final_clocks.png
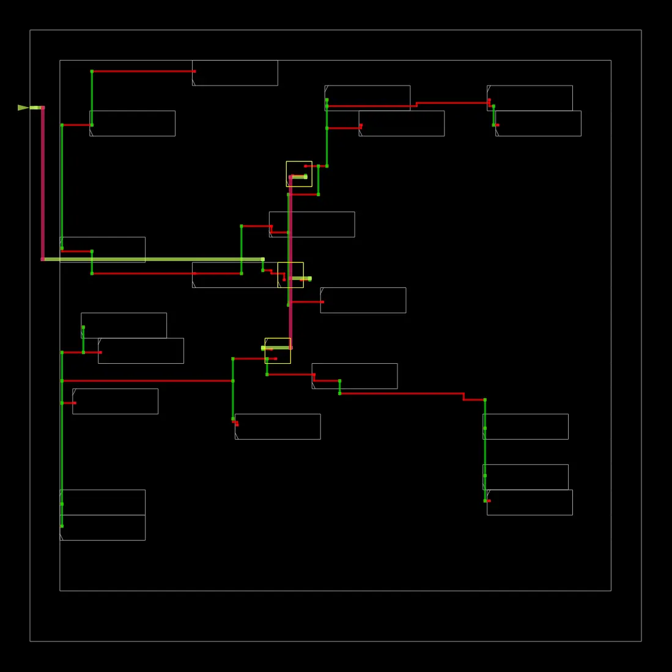
met1.png
Supply wires on this layer in gray.
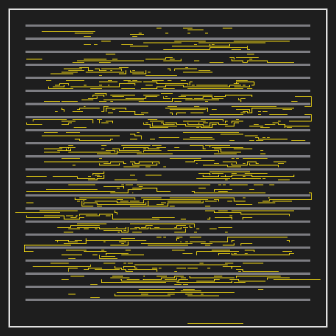
port_nets.png
The bar under the picture is 20 microns long.
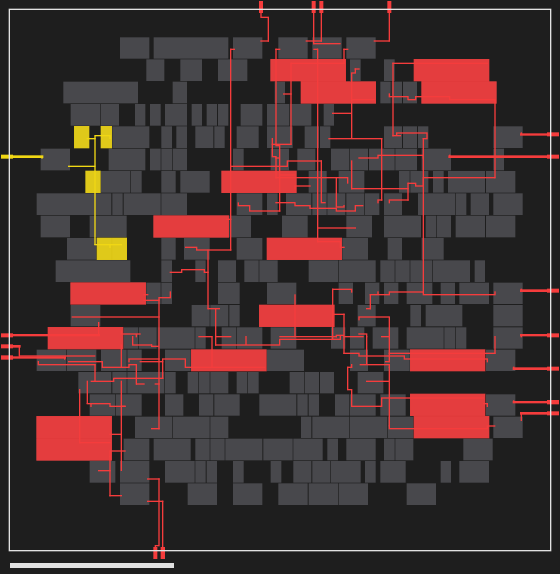
metal_stack.png
Only two layers are drawn.
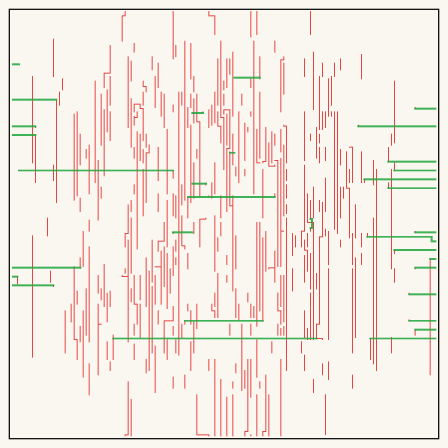
[config.mk]
export PLATFORM = sky130hd
export DESIGN_NAME = trdb_resync_counter
export DESIGN_NICKNAME = d
export VERILOG_FILES = /design/src/rtl/trdb_resync_counter.sv
export SDC_FILE = /design/constraint.sdc
export NUM_CORES = 1
export LEC_CHECK = 0
export CORE_MARGIN = 3
export CORE_UTILIZATION = 48
export DETAILED_ROUTE_END_ITERATION = 8
export PLACE_DENSITY_LB_ADDON = 0.1
export SYNTH_ARGS = -nofsm -noshare
export SYNTH_HDL_FRONTEND = slang
export SYNTH_SLANG_ARGS = --single-unit
[constraint.sdc]
create_clock -name clk_i -period 4.3 [get_ports clk_i]
set_input_delay 0.86 -clock clk_i [delete_from_list [all_inputs] [get_ports clk_i]]
set_output_delay 0.86 -clock clk_i [all_outputs]
set_load 0.02 [all_outputs]
[src/rtl/trdb_resync_counter.sv]
// Resynchronisation timer for the trace encoder: counts cycles or emitted packets
// and holds a sync-packet request until the emitter acknowledges a sync packet.
module trdb_resync_counter #(
  parameter int unsigned CNT_W = 16
) (
  input  logic             clk_i,
  input  logic             rst_ni,
  input  logic             trace_activated_i,
  input  logic             resync_enable_i,
  input  logic             resync_mode_i,
  input  logic [CNT_W-1:0] resync_max_i,
  input  logic             packet_emitted_i,
  input  logic             sync_packet_emitted_i,
  output logic             resync_o,
  output logic             resync_overdue_o,
  output logic [CNT_W-1:0] resync_cnt_o
);

  localparam logic [1:0] IDLE     = 2'd0;
  localparam logic [1:0] COUNTING = 2'd1;
  localparam logic [1:0] PENDING  = 2'd2;

  logic [1:0]       state_q, state_d;
  logic [CNT_W-1:0] cnt_q, cnt_d;
  logic             resync_q, resync_d;
  logic             overdue_q, overdue_d;

  logic             active;
  logic             count_en;
  logic [CNT_W:0]   cnt_inc;
  logic             expire;

  assign active   = trace_activated_i & resync_enable_i;
  assign count_en = (resync_mode_i | packet_emitted_i) & (resync_max_i != '0);
  // One extra bit so counter+1 cannot wrap before the compare against the period.
  assign cnt_inc  = {1'b0, cnt_q} + {{CNT_W{1'b0}}, 1'b1};
  assign expire   = count_en & (cnt_inc >= {1'b0, resync_max_i});

  always_comb begin
    state_d   = state_q;
    cnt_d     = cnt_q;
    resync_d  = resync_q;
    overdue_d = overdue_q;
    if (!active) begin
      state_d   = IDLE;
      cnt_d     = '0;
      resync_d  = 1'b0;
      overdue_d = 1'b0;
    end else begin
      case (state_q)
        IDLE: begin
          state_d = COUNTING;
          cnt_d   = '0;
        end
        COUNTING: begin
          // A sync packet also pulses packet_emitted_i; the ack wins so it is not counted.
          if (sync_packet_emitted_i) begin
            cnt_d = '0;
          end else if (expire) begin
            cnt_d    = '0;
            state_d  = PENDING;
            resync_d = 1'b1;
          end else if (count_en) begin
            cnt_d = cnt_inc[CNT_W-1:0];
          end
        end
        PENDING: begin
          if (sync_packet_emitted_i) begin
            cnt_d     = '0;
            state_d   = COUNTING;
            resync_d  = 1'b0;
            overdue_d = 1'b0;
          end else if (expire) begin
            cnt_d     = '0;
            overdue_d = 1'b1;
          end else if (count_en) begin
            cnt_d = cnt_inc[CNT_W-1:0];
          end
        end
        default: begin
          state_d   = IDLE;
          cnt_d     = '0;
          resync_d  = 1'b0;
          overdue_d = 1'b0;
        end
      endcase
    end
  end

  always_ff @(posedge clk_i or negedge rst_ni) begin
    if (!rst_ni) begin
      state_q   <= IDLE;
      cnt_q     <= '0;
      resync_q  <= 1'b0;
      overdue_q <= 1'b0;
    end else begin
      state_q   <= state_d;
      cnt_q     <= cnt_d;
      resync_q  <= resync_d;
      overdue_q <= overdue_d;
    end
  end

  assign resync_o         = resync_q;
  assign resync_overdue_o = overdue_q;
  assign resync_cnt_o     = cnt_q;

endmodule

==> results.txt <==
impl run done, here's what came out: Worst slew margin between 30% and 40%, unrepaired setup endpoints after global routing no, power per cell area approximately 160 nW/um^2, Final #Nets 288, tally of filler cells in the layout about 300, clock group share of total power roughly a quarter, max_cap viols 0, comb pwr 62.2 uW, R2R Setup Slk between 0.6 and 0.7 ns, vias in the first global route roughly 1400, footprint of the multi-input gates approximately 1100 sq um, cell mode on critical path ha_1, Finished Layout Cells roughly 290, crit path cell chain ha_1 > and3_1 > nand3_1 > and2_1 > or2_2 > ha_1 > nand2_1 > nor3_1 > o311ai_0 > and4b_1 > a21oi_1 > mux2i_1, Worst path depth 12, Switching Fraction a little over a quarter, Peak VDD IR between 0.1 and 0.15 mV, tool warnings 29, Final Max Slew Viols 0, Syn Std Cell Area approximately 1700 sq um, Detail Route Antenna Nets 0, Sequential Area between 500 and 600 sq um, die height ~66 microns, main flop type dfrtp_1, final hold vios 0, Hold WC Path Type flop to flop, Critical Setup Path Class flop to flop, clock skew around 0.0085 ns, Crit. End Element flop, family with the most delay on the worst path simple AND/OR/NAND/NOR gates, cycle use final roughly 85%, Hold-fix buffers, CTS 0, total core area roughly 3400 sq um, Comb pwr share between 15 and 20%, R2R cell count 12, 1st-pass router iterations 4, Leak ~0.0010 uW, most frequent cells after synthesis 21 x ha_1, 21 x inv_1, 21 x nand3_1, Via density 5.44, CP max stage delay 0.48 ns, # rows 21, initial antenna violation count 0, Switch Pwr around 92 uW, synthesized flop and latch total 20, Syn Inst Count 205, clk slew on worst S/H paths 0.12 ns, Root Buffer clkbuf_4, top cells by area dfrtp_1 29%, ha_1 15%, nand3_1 6.1%, xnor2_1 5.6%, inv_1 4.6%, mux share roughly 2.3%, number of H-tree levels 1, simple share roughly 24%, Top non-seq family simple AND/OR/NAND/NOR gates, TritonCTS buffer count 3, floorplan utilization 50.7%, Late-Pin Clk Latency roughly 0.31 ns, Hold Slack about 0.5 ns, fmax about 270 MHz, Synth Area in XOR/XNOR under 10%, Top-area cell share ~30%, distinct lib cells 39, critical path data required time ~4.5 ns, Routability Congestion ~0.87, hold depth 1, first-pass GRT wire length 6670 microns, share of cells above drive strength 1 3.72%, Synth area leader dfrtp_1, yosys stat chip area between 1500 and 2000 sq um, CP Launch Type flop, max reg flops 16, Placed Cells 285, Avg Cell Area, Syn 8.38 sq um, Yosys warnings 0, crit-path max FO 15, Setup Buffers After CTS 0, CP arrival a little under 4 ns, Final Critical Period between 3 and 4 ns, CTS Sinks 20, Final HPWL DP roughly 3200 microns, global route overflow 0, number of flops mapped to enable cells by yosys 0, DRC viols 0, sequential fraction of the synthesis area between 20 and 30%, Power Sequential 191 uW, Syn Nets roughly 250, endpoints failing setup 0, DRT iter0 DRCs 44, post-synthesis async set-or-reset flop share 100%, worst-case clock buffer depth 2, diode count 0, Compound Share, Synth approximately 15%, adder share 15.3%, Die ar. 4330 sq um, post_cts resized 0, sequential share of power between 50 and 60%, fin util between 60% and 70%, Int Pwr approximately 250 uW, ys cells slightly above 200, worst slew pin tran ~0.96 ns, Syn-to-layout area delta 25.6%, largest net degree at the start of global routing 21, Die X between 60 and 70 microns, CP bufs+invs 0, CTS tree done, status complete, no violations, Post-Route Setup TNS 0 ns, Pwr top sequential cells, critical path's slowest cell dfrtp_1
Notes on final_clocks.png above:
flip-flops: 20
Clk. pwr: 92.5 uW

Notes on met1.png above:
The layer holds 49% of the routed length. The layer carries 1950 microns of wire.
WL final: 4010 microns
met1 Use GR: 27.9%

Notes on port_nets.png above:
Key: red = resync_cnt_o [bits 16, direction output, end cells 16, buffers 16, wire 732 microns]; yellow = resync_enable_i [bits 1, direction input, end cells 5, buffers 1, wire 26.8 microns]
port bufs: 40
I/O Pins: 41

Notes on metal_stack.png above:
Key: green = met3 [wire length 217 microns]; red = met2 [wire length 1800 microns]
DR vias: 1567
gr usage total: 19.8%
wire per inst: 13.9 microns

[cell type report]
type	instances	area share (%)
Tap cell	46	2.67
Clock buffer	3	1.04
Inverter	21	3.65
Sequential cell	20	23.2
Multi-Input combinational cell	157	50.6
Timing Repair Buffer	41	18.9
[routing by layer]
metal	routed length, microns	global-route usage (%)	share of wire, %
met1	1950	27.9	49
met2	1800	31.4	45
met3	217	2.89	5.4
met4	46	5.70	1.1
met5	0	0	0
[path summary, 6_finish.rpt]
check | startpoint | end
setup reg to reg | resync_cnt_o[0] | state_q[1]
hold reg to reg | resync_overdue_o | resync_overdue_o
min in group asynchronous | rst_ni | resync_cnt_o[14]
hold / removal | resync_overdue_o | resync_overdue_o
max in group asynchronous | rst_ni | resync_cnt_o[4]
setup / recovery | resync_cnt_o[0] | state_q[1]
[placed cells by master (no fill, tap or decap), drive strengths merged, types with 3 or more instances in the layout]
| master | n |
|---|---|
| a21oi | 9 |
| a22o | 8 |
| and2 | 3 |
| and3 | 7 |
| clkbuf | 3 |
| clkdlybuf4s50 | 40 |
| dfrtp | 20 |
| ha | 21 |
| inv | 21 |
| mux2i | 4 |
| nand2 | 18 |
| nand2b | 3 |
| nand3 | 21 |
| nand4 | 4 |
| nor2 | 14 |
| nor4 | 5 |
| o211ai | 3 |
| o21ai | 5 |
| xnor2 | 11 |
[cell families (layout without fill, tap and decap cells)]
kind of cell | count (synthesis) | in the layout
simple gates | 82 | 82
compound gates | 37 | 37
buf+inv | 28 | 65
fa+ha+maj | 21 | 21
flops | 20 | 20
xor+xnor | 13 | 13
mux | 4 | 4
[per-stage QoR]
step	instance area, sq um	worst slack [ns]	total power [uW]
finish	2160	0.652	346
global route	2160	0.350	363
CTS	2160	0.640	348
detailed placement	2140	0.659	257
global placement	2140	0.711	257
floorplan	1720	1.12	223
No activity file was given, so power comes from the tool's default toggle rates.
